[src/rtl/path_pkg.sv]
// Shared definitions for the path direction encoder: move codes, FSM states and the
// {last, dir} entry carried through the direction FIFO.
package path_pkg;

  localparam int COORD_W = 8;
  localparam int AXIS_W  = 4;

  // Same order as the solver's neighbour counter.
  localparam logic [1:0] DIR_UP    = 2'd0;
  localparam logic [1:0] DIR_RIGHT = 2'd1;
  localparam logic [1:0] DIR_LEFT  = 2'd2;
  localparam logic [1:0] DIR_DOWN  = 2'd3;

  typedef enum logic [2:0] {
    ST_IDLE  = 3'd0,
    ST_FIRST = 3'd1,
    ST_STEP  = 3'd2,
    ST_DRAIN = 3'd3,
    ST_DONE  = 3'd4,
    ST_ERROR = 3'd5
  } state_t;

  typedef struct packed {
    logic       last;
    logic [1:0] dir;
  } dir_entry_t;

  // True when b is exactly a+1; evaluated one bit wider so 15 -> 0 never counts as a step.
  function automatic logic is_inc(input logic [AXIS_W-1:0] a, input logic [AXIS_W-1:0] b);
    return {1'b0, b} == ({1'b0, a} + (AXIS_W + 1)'(1));
  endfunction

endpackage

[src/rtl/dir_fifo.sv]
// Direction FIFO: registered write, combinational head read (head reads zero when empty),
// one-cycle latency; push and pop may coincide, pushes into a full FIFO are dropped, flush overrides both.
module dir_fifo
  import path_pkg::*;
#(
  parameter int FIFO_DEPTH = 4
) (
  input  logic       clk,
  input  logic       rst,
  input  logic       flush,
  input  logic       push,
  input  dir_entry_t push_dat,
  input  logic       pop,
  output logic       full,
  output logic       empty,
  output dir_entry_t head_dat
);

  localparam int AW = $clog2(FIFO_DEPTH);

  logic [AW:0] wr_ptr_q, wr_ptr_d;
  logic [AW:0] rd_ptr_q, rd_ptr_d;
  dir_entry_t  mem_q [FIFO_DEPTH];
  dir_entry_t  mem_d [FIFO_DEPTH];
  logic        push_en;
  logic        pop_en;

  // Pointers carry a wrap bit so full and empty are distinguishable without a counter.
  assign empty    = (wr_ptr_q == rd_ptr_q);
  assign full     = (wr_ptr_q[AW] != rd_ptr_q[AW]) && (wr_ptr_q[AW-1:0] == rd_ptr_q[AW-1:0]);
  assign head_dat = empty ? '0 : mem_q[rd_ptr_q[AW-1:0]];
  assign push_en  = push && !full;
  assign pop_en   = pop && !empty;

  always_comb begin
    wr_ptr_d = wr_ptr_q;
    rd_ptr_d = rd_ptr_q;
    mem_d    = mem_q;
    if (flush) begin
      wr_ptr_d = '0;
      rd_ptr_d = '0;
    end else begin
      if (push_en) begin
        mem_d[wr_ptr_q[AW-1:0]] = push_dat;
        wr_ptr_d                = wr_ptr_q + (AW + 1)'(1);
      end
      if (pop_en) begin
        rd_ptr_d = rd_ptr_q + (AW + 1)'(1);
      end
    end
  end

  always_ff @(posedge clk or posedge rst) begin
    if (rst) begin
      wr_ptr_q <= '0;
      rd_ptr_q <= '0;
      for (int i = 0; i < FIFO_DEPTH; i++) begin
        mem_q[i] <= '0;
      end
    end else begin
      wr_ptr_q <= wr_ptr_d;
      rd_ptr_q <= rd_ptr_d;
      mem_q    <= mem_d;
    end
  end

endmodule

[src/rtl/path_dir_encoder.sv]
// Turns the solved-path cell stream into 2-bit moves; a move is on dir_out one cycle after its cell is taken.
// coord_ready drops while the FIFO is full; build with PATH_ADJ_CHECK_EN to trap non-adjacent cells in ERROR.
module path_dir_encoder
  import path_pkg::*;
#(
  parameter int FIFO_DEPTH = 4,
  parameter int CNT_W      = 8
) (
  input  logic               clk,
  input  logic               rst,
  input  logic               start,
  input  logic [COORD_W-1:0] coord_in,
  input  logic               coord_valid,
  input  logic               coord_last,
  output logic               coord_ready,
  output logic [1:0]         dir_out,
  output logic               dir_valid,
  input  logic               dir_ready,
  output logic               dir_last,
  output logic [CNT_W-1:0]   step_count,
  output logic               done,
  output logic               error
);

  state_t             state_q, state_d;
  logic [COORD_W-1:0] prev_q, prev_d;
  logic [CNT_W-1:0]   step_count_q, step_count_d;
  logic               fifo_flush, fifo_push, fifo_pop, fifo_full, fifo_empty;
  dir_entry_t         push_dat, head_dat;
  logic [AXIS_W-1:0]  px, py, cx, cy;
  logic [1:0]         step_dir;
  logic               xfer;

  assign px = prev_q[COORD_W-1 -: AXIS_W];
  assign py = prev_q[AXIS_W-1:0];
  assign cx = coord_in[COORD_W-1 -: AXIS_W];
  assign cy = coord_in[AXIS_W-1:0];

`ifdef PATH_ADJ_CHECK_EN
  logic step_adj;

  always_comb begin
    step_adj = 1'b1;
    step_dir = DIR_UP;
    if (cx == px && is_inc(py, cy))      step_dir = DIR_UP;
    else if (cy == py && is_inc(px, cx)) step_dir = DIR_RIGHT;
    else if (cy == py && is_inc(cx, px)) step_dir = DIR_LEFT;
    else if (cx == px && is_inc(cy, py)) step_dir = DIR_DOWN;
    else                                 step_adj = 1'b0;
  end

  assign error = (state_q == ST_ERROR);
`else
  // Unchecked build: a priority pick, so any pair still yields some move.
  always_comb begin
    if (cx == px && is_inc(py, cy)) step_dir = DIR_UP;
    else if (is_inc(px, cx))        step_dir = DIR_RIGHT;
    else if (is_inc(cx, px))        step_dir = DIR_LEFT;
    else                            step_dir = DIR_DOWN;
  end

  assign error = 1'b0;
`endif

  assign push_dat   = '{last: coord_last, dir: step_dir};
  assign dir_valid  = !fifo_empty && (state_q != ST_ERROR);
  assign fifo_pop   = dir_valid && dir_ready;
  assign xfer       = coord_valid && coord_ready;
  assign dir_out    = head_dat.dir;
  assign dir_last   = head_dat.last;
  assign step_count = step_count_q;
  assign done       = (state_q == ST_DONE);

  always_comb begin
    state_d      = state_q;
    prev_d       = prev_q;
    step_count_d = step_count_q;
    fifo_flush   = 1'b0;
    fifo_push    = 1'b0;
    // Ready depends only on registered state and start, never on dir_ready.
    coord_ready  = !start && ((state_q == ST_FIRST) || (state_q == ST_STEP && !fifo_full));

    if (start) begin
      fifo_flush   = 1'b1;
      step_count_d = '0;
      state_d      = ST_FIRST;
    end else begin
      unique case (state_q)
        ST_FIRST: begin
          if (xfer) begin
            prev_d  = coord_in;
            state_d = coord_last ? ST_DONE : ST_STEP;
          end
        end
        ST_STEP: begin
          if (xfer) begin
`ifdef PATH_ADJ_CHECK_EN
            if (!step_adj) begin
              fifo_flush = 1'b1;
              state_d    = ST_ERROR;
            end else
`endif
            begin
              fifo_push = 1'b1;
              prev_d    = coord_in;
              if (step_count_q != '1) begin
                step_count_d = step_count_q + CNT_W'(1);
              end
              if (coord_last) begin
                state_d = ST_DRAIN;
              end
            end
          end
        end
        // Nothing is pushed after the last entry, so popping it empties the FIFO.
        ST_DRAIN: begin
          if (fifo_pop && head_dat.last) begin
            state_d = ST_DONE;
          end
        end
        default: ;
      endcase
    end
  end

  always_ff @(posedge clk or posedge rst) begin
    if (rst) begin
      state_q      <= ST_IDLE;
      prev_q       <= '0;
      step_count_q <= '0;
    end else begin
      state_q      <= state_d;
      prev_q       <= prev_d;
      step_count_q <= step_count_d;
    end
  end

  dir_fifo #(
    .FIFO_DEPTH(FIFO_DEPTH)
  ) u_dir_fifo (
    .clk     (clk),
    .rst     (rst),
    .flush   (fifo_flush),
    .push    (fifo_push),
    .push_dat(push_dat),
    .pop     (fifo_pop),
    .full    (fifo_full),
    .empty   (fifo_empty),
    .head_dat(head_dat)
  );

endmodule

[config.mk]
export PLATFORM = sky130hd
export DESIGN_NAME = path_dir_encoder
export DESIGN_NICKNAME = d
export VERILOG_FILES = /design/src/rtl/path_pkg.sv /design/src/rtl/dir_fifo.sv /design/src/rtl/path_dir_encoder.sv
export SDC_FILE = /design/constraint.sdc
export NUM_CORES = 1
export LEC_CHECK = 0
export CAP_MARGIN = 5
export CORE_MARGIN = 10
export CORE_UTILIZATION = 28
export DETAILED_ROUTE_END_ITERATION = 7
export GPL_ROUTABILITY_DRIVEN = 0
export PLACE_DENSITY = 0.43
export REMOVE_ABC_BUFFERS = 1
export SYNTH_ARGS = -nofsm -noshare
export SYNTH_HDL_FRONTEND = slang
export SYNTH_SLANG_ARGS = --single-unit
[constraint.sdc]
create_clock -name clk -period 2.55 [get_ports clk]
set_input_delay 0.6375 -clock clk [delete_from_list [all_inputs] [get_ports clk]]
set_output_delay 0.6375 -clock clk [all_outputs]
set_load 0.02 [all_outputs]
==> run_results.csv, run 1 <==
group,metric,value,unit
sta,fmax,409.4,MHz
synth,ys_async_sr_fraction,100.0,%
critical_path,worst-path-stages,6,
worst_hold_path,hp-start,"u_dir_fifo.mem_q[2]",
clock_network,clk_pin_slew,90,ps
clock_network,post_cts_buffers,1,
synth,ys_sh_simple,17.38,%
global_route,grt_pass1_wl,8148,um
layout,syn2layout_area_growth,29.68,%
global_route,use_met3,1.947,%
floorplanning,chipArea,11880,sq um
synth,ys_seq_elements,37,
global_route,antenna_found_initial,0,
sta,setup-violations-final,0,
clock_network,cts_root_buf,"clkbuf_8",
layout,layout.cells.non_filler,356,
placed_design,preCtsSetupSlack,-94.05,ps
detailed_routing,top_layer_used,"met4",
clock_network,cts_tree,"yes",
synth,ff_type,"dfrtp_1",
floorplanning,die_w,109.0,um
global_route,grtUsageMet2,13.54,%
layout,n_fill_cell,787,
synth,topCellsByArea,"dfrtp_1 (42%), xnor2_1 (5.9%), mux2_2 (5.6%)",
critical_path,cp_slowest_stage_delay,420,ps
detailed_routing,vias,1645,
detailed_routing,ant_nets,0,
detailed_routing,drc_errors,0,
critical_path,crit_fanout,4,
detailed_routing,wl_met3,152,um
critical_path,reg2reg_to,"u_dir_fifo.mem_q[10]",
clock_network,cts_hold_buffers,0,
global_route,track_usage,8.577,%
floorplanning,io_pins,29,
detailed_routing,drt-initial-drc-count,51,
synth,postSynthSeqShare,41.76,%
layout,post-route-cell-area,2875,sq um
run,warnings,29,
critical_path,critical_path_buf_inv_count,2,
critical_path,worstPathCellList,"xnor2_1 > buf_4 > a31oi_1 > nor2_1 > nor3_1 > dlygate4sd2_1",
detailed_routing,firstDrtPassIters,4,
layout,diodes,0,
critical_path,end_kind,"primary output",
worst_hold_path,hp-class,"reg2reg",
synth,yosysMostFrequentCell,"dfrtp_1",
synth,synth-adder-area-share,5.079,%
global_route,overflow,0,
detailed_routing,dr_wl_met2,2261,um
detailed_routing,routed_via_density,4.621,
clock_network,ctsHtreeMaxLevel,2,
placed_design,io_buffers,27,
detailed_routing,wl,4896,um
worst_hold_path,min_path_cells,2,
sta,max-slew-margin-rel,65.23,%
pwr,power_density,573.2,nW/um^2
status,run_status,"finished, final reports clean",
critical_path,r2r_slack,470,ps
layout,largest_reg_flops,12,
layout,final_cell_mix,"dfrtp_1 (36), buf_4 (24), clkdlybuf4s50_1 (22)",
critical_path,startpoint_type,"flop",
synth,synthAoiAreaFrac,7.562,%
synth,syn_avg_cell_area,10.76,sq um
global_route,grt_max_degree,38,
synth,mux_share,14.28,%
placed_design,dp_hpwl,3723,um
sta,period_used_share,95.78,%
layout,drive_gt1_share,20.47,%
synth,ys_warn_count,0,
synth,yosys_cells,206,
critical_path,r2r_cells,6,
critical_path,crit_family,"buffers and inverters",
floorplanning,fp.dieH,109.0,um
sta,finClkSkew,13.87,ps
sta,period_minus_slack,2442,ps
floorplanning,fp.coreArea,7727,sq um
synth,yosysUniqueCellTypes,49,
clock_network,cts_resized,4,
pwr,total_leakage_power,1.281,nW
sta,setup_ws,107.6,ps
layout,final_common_cell,"dfrtp_1",
[run 1: cell type report]
cell class,count,area (sq um),share of cell area [%]
multi-input combinational,154,1220,42.43
sequential,37,927.1,32.25
tap,102,127.6,4.439
clock buffer,5,68.82,2.393
timing repair buffer,51,447.9,15.58
inverter,4,15.01,0.5222
clock inverter,3,68.82,2.393
[run 1: how the worst max path moves through the flow]
stage,endpoint
after CTS,dir_valid
after detailed placement,coord_ready
final,coord_ready
after floorplan,coord_ready
after global routing,coord_ready
after global placement,coord_ready
[run 1: where the power goes]
part	internal [mW]	switching, mW	total (mW)	leakage [nW]
registers	0.635	0.0545	0.689	0.490
clock network	0.394	0.228	0.622	0.0687
logic	0.186	0.151	0.337	0.722
total	1.21	0.433	1.65	1.28
### I/O nets highlighted, run 1

Drawn at 4 px/um.
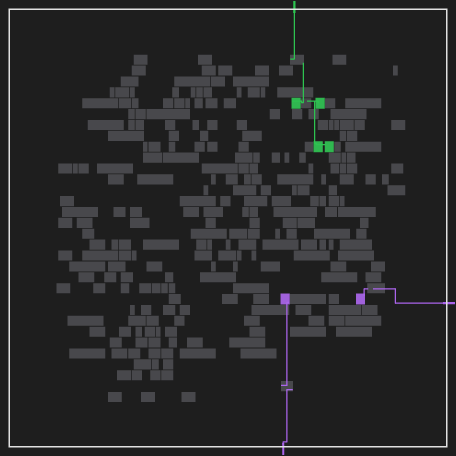
legend:
  green:
    port: coord_valid
    bits: 1
    direction: input
    edge: top
    end_cells: 4
    buffers: 2
    wire: 42.6 um
  purple:
    port: dir_out
    bits: 2
    direction: output
    edge: 1 bottom, 1 right
    end_cells: 2
    buffers: 2
    wire: 62.6 um

### Sequential cells colored by netlist name, run 1

Drawn at 2 px/um.
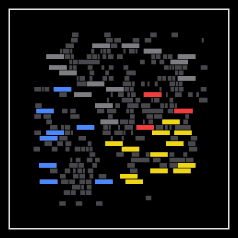
legend:
  yellow:
    name_in_the_netlist: u_dir_fifo.mem_q
    placed_flops: 12
  red:
    name_in_the_netlist: u_dir_fifo.rd_ptr_q
    placed_flops: 3
  blue:
    name_in_the_netlist: prev_q
    placed_flops: 8
not colored: 14

### Clock wiring as the flow saved it, run 1

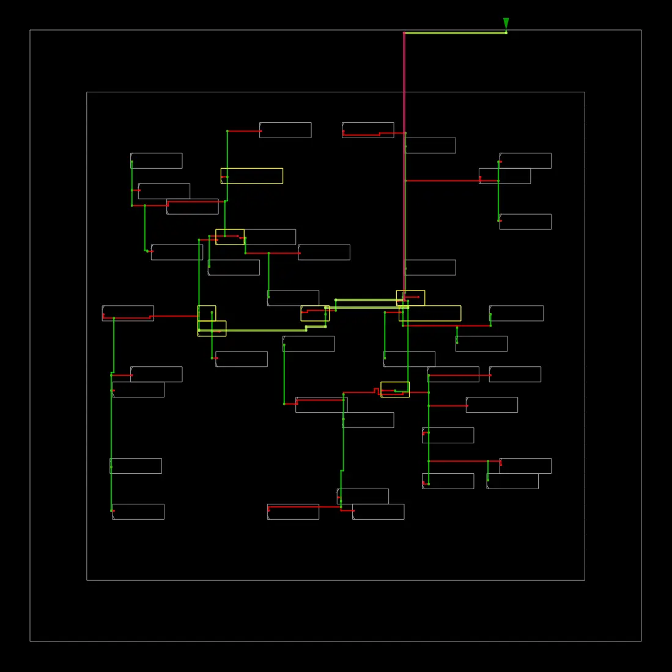
clk ins delay skew pair: 290 ps
clkbuf count: 5

--- run 2 (diff from run 1) ---
Settings changed: CTS_CLUSTER_DIAMETER from default to 120, REMOVE_ABC_BUFFERS 1 to default.
### Metal layers overlaid, run 2

Drawn at 3 px/um.
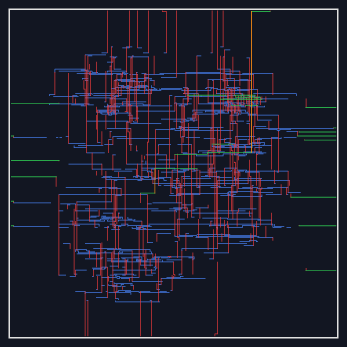
legend:
  orange:
    layer: M4
    wire_length: 55.1 um
  blue:
    layer: M1
    wire_length: 2500 um
  green:
    layer: M3
    wire_length: 239 um
  red:
    layer: M2
    wire_length: 2260 um

### Clock wiring as the flow saved it, run 2

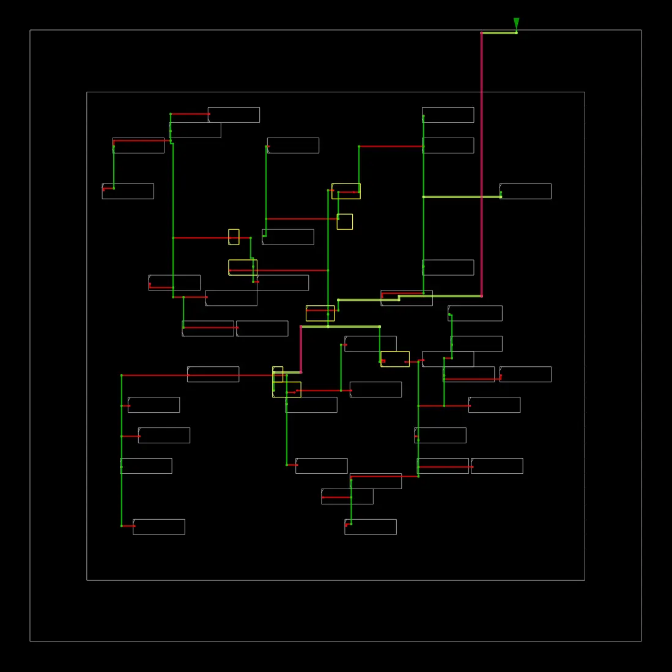
CTS Buf Count: 5
# clock sinks: 37

==> run 2 against run 1 <==
Power shrank 13%. Sequential cell count is the same. Critical path type unchanged. Non-clock buffer count stayed put. Largest power group unchanged. Routed wire length rose by 3.2%. Count of clock-buffer cells in the layout stayed put. Maximum frequency is 0.28% higher. Clock power is 34% lower. Global-route usage is 0.32 points higher.
==> run_results.csv, run 2 <==
group,metric,value,unit
status,run_status,"finished, final reports clean",
synth,yosysMostFrequentCell,"dfrtp_1",
layout,final_common_cell,"dfrtp_1",
detailed_routing,wl,5055,um
layout,final_cell_mix,"dfrtp_1 (36), buf_4 (24), clkdlybuf4s50_1 (22)",
critical_path,cp_slowest_stage_delay,550,ps
layout,largest_class,"logic gates",
pwr,total_leakage_power,1.232,nW
pwr,power_density,508.7,nW/um^2
pwr,p_clk_share,28.4,%
sta,max-slew-margin-rel,66.26,%
sta,period_minus_slack,2436,ps
global_route,antenna_found_initial,0,
synth,synth-adder-area-share,5.079,%
floorplanning,nWellTaps,102,
layout,syn2layout_area_growth,27.54,%
sta,setup_ws,114.5,ps
layout,logic_gate_count,154,
pwr,p_sw_share,29.74,%
layout,comb-cell-share,43.41,%
layout,clk_share,3.053,%
synth,ys_seq_elements,37,
layout,flops,37,
synth,mux_share,14.28,%
critical_path,crit_fanout,5,
layout,post-route-cell-area,2828,sq um
critical_path,startpoint_type,"flop",
clock_network,post_cts_buffers,0,
critical_path,crit_family,"multiplexers",
detailed_routing,ant_nets,0,
pwr,power_frac_seq,48.0,%
global_route,grt_max_degree,38,
detailed_routing,drc_errors,0,
critical_path,worstPathCellList,"mux4_1 > and2_1 > dlygate4sd2_1",
global_route,track_usage,8.892,%
placed_design,preCtsSetupSlack,-69.67,ps
detailed_routing,firstDrtPassIters,4,
layout,n_fill_cell,786,
detailed_routing,top_layer_used,"met4",
critical_path,critical_path_buf_inv_count,1,
placed_design,io_buffers,27,
detailed_routing,wl_met3,239,um
pwr,comb_power,339,uW
sta,period_used_share,95.51,%
detailed_routing,vias,1637,
run,warnings,29,
clock_network,ctsHtreeMaxLevel,2,
floorplanning,fp.dieH,109.0,um
layout,bufAreaShareNonClock,15.71,%
global_route,overflow,0,
clock_network,cts_tree,"yes",
pwr,p_int,1.011,mW
layout,inverters,4,
layout,n_all_buffers,51,
floorplanning,io_pins,29,
clock_network,cts_root_buf,"clkbuf_8",
synth,synthAoiAreaFrac,7.562,%
synth,ff_type,"dfrtp_1",
layout,drive_gt1_share,20.47,%
detailed_routing,routed_via_density,4.598,
synth,yosys_cells,206,
synth,ys_warn_count,0,
pwr,p_comb_share,23.6,%
floorplanning,chipArea,11880,sq um
synth,ys_async_sr_fraction,100.0,%
layout,largest_reg_flops,12,
layout,logic_area,1227,sq um
layout,flop_area,927.1,sq um
pwr,clk-power,409,uW
synth,topCellsByArea,"dfrtp_1 (42%), xnor2_1 (5.9%), mux2_2 (5.6%)",
layout,nClkBuffers,5,
layout,layout.cells.non_filler,356,
## run 2: cell counts after synthesis
No cell type changed its count.
## run 2: path summary, 6_finish.rpt
| kind | from | to | slack (ps) | cells past startpoint |
|---|---|---|---|---|
| hold reg to reg | u_dir_fifo.mem_q[2] | u_dir_fifo.mem_q[2] | 490 | 2 |
| max in group asynchronous | rst | u_dir_fifo.rd_ptr_q[0] | 1420 | 3 |
| setup reg to reg | prev_q[0] | u_dir_fifo.mem_q[10] | 540 | 6 |
| min in group asynchronous | rst | step_count[2] | 740 | 3 |
| setup / recovery | u_dir_fifo.rd_ptr_q[0] | dir_out[0] | 110 | 3 |
| hold / removal | u_dir_fifo.mem_q[2] | u_dir_fifo.mem_q[2] | 490 | 2 |
--- run 3 (diff from run 2) ---
Settings changed: CORE_ASPECT_RATIO from default to 0.9.
### Metal layers overlaid, run 3

Drawn at 3 px/um.
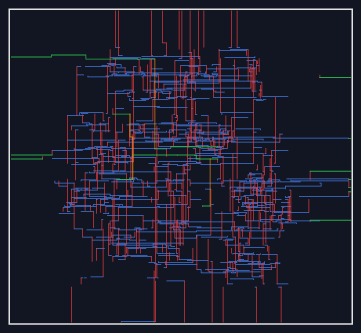
legend:
  blue:
    layer: M1
    wire_length: 2560 um
  red:
    layer: M2
    wire_length: 2190 um
  green:
    layer: M3
    wire_length: 177 um
  orange:
    layer: M4
    wire_length: 68.2 um

### Sequential cells colored by netlist name, run 3

Drawn at 2 px/um.
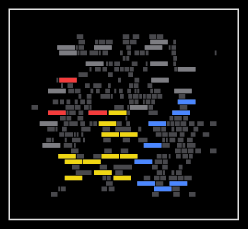
legend:
  red:
    name_in_the_netlist: u_dir_fifo.rd_ptr_q
    placed_flops: 3
  yellow:
    name_in_the_netlist: u_dir_fifo.mem_q
    placed_flops: 12
  blue:
    name_in_the_netlist: prev_q
    placed_flops: 8
not colored: 14

==> run 3 against run 2 <==
Core utilization increased by 0.81 points. Sequential power about the same. Clock skew decreased by 3.3 ps. Non-clock buffer count increased by 8. Maximum frequency about the same.
==> run_results.csv, run 3 <==
group,metric,value,unit
sta,max-slew-margin-rel,66.57,%
detailed_routing,ant_nets,0,
clock_network,cts_tree,"yes",
critical_path,cp_slowest_stage_delay,570,ps
placed_design,preCtsSetupSlack,-64.44,ps
detailed_routing,drt-initial-drc-count,41,
detailed_routing,firstDrtPassIters,4,
layout,bufAreaShareNonClock,17.56,%
clock_network,ctsHtreeMaxLevel,2,
clock_network,clk_pin_slew,70,ps
floorplanning,chipArea,11880,sq um
global_route,antenna_found_initial,0,
pwr,p_sw,417.6,uW
detailed_routing,top_layer_used,"met4",
layout,largest_reg_flops,12,
critical_path,crit_path_start,"u_dir_fifo.rd_ptr_q[0]",
layout,nClkBuffers,6,
layout,inverters,4,
layout,final_common_cell,"dfrtp_1",
global_route,use_met3,2.595,%
worst_hold_path,min_path_cells,2,
status,run_status,"finished, final reports clean",
layout,clk_share,2.897,%
floorplanning,nWellTaps,96,
critical_path,r2r_start,"prev_q[0]",
floorplanning,fp.coreArea,7620,sq um
detailed_routing,dr_wl_met2,2193,um
critical_path,end_kind,"primary output",
global_route,grt_pass1_wl,8687,um
layout,syn2layout_area_growth,28.56,%
clock_network,clk_latency,290,ps
floorplanning,io_pins,29,
critical_path,critical_path_buf_inv_count,1,
synth,yosys_cells,206,
critical_path,startpoint_type,"flop",
layout,diodes,0,
sta,period_used_share,95.54,%
clock_network,cts_sinks,37,
synth,postSynthSeqShare,41.76,%
layout,comb-cell-share,42.27,%
floorplanning,fp.dieH,104.4,um
layout,flops,37,
layout,post-route-cell-area,2850,sq um
run,warnings,29,
critical_path,reg2reg_to,"u_dir_fifo.mem_q[10]",
critical_path,worst-path-stages,3,
global_route,grt_max_degree,38,
clock_network,cts_hold_buffers,0,
layout,n_fill_cell,773,
sta,setup_ws,113.7,ps
synth,syn_avg_cell_area,10.76,sq um
sta,setup-violations-final,0,
layout,largest_class,"logic gates",
synth,ys_seq_elements,37,
critical_path,cp-endpoint,"dir_out[0]",
detailed_routing,vias,1657,
==> run 3: worst min path at each step <==
stage	endpoint	slack (ps)
after CTS	u_dir_fifo.mem_q[2]	510
after detailed placement	u_dir_fifo.mem_q[2]	480
final	u_dir_fifo.mem_q[2]	490
after global placement	u_dir_fifo.mem_q[2]	480
after global routing	u_dir_fifo.mem_q[6]	520
after floorplan	u_dir_fifo.mem_q[2]	440
==> run 3: power groups by stage <==
stage          registers (mW)  clock network, mW  logic, mW
2_1_floorplan           0.683                  0      0.250
3_3_place_gp            0.703                  0      0.361
3_5_place_dp            0.701                  0      0.355
4_1_cts                 0.689              0.422      0.357
5_1_grt                 0.699              0.448      0.394
6_report                0.689              0.400      0.349
Power is estimated from default activity; no workload was simulated.
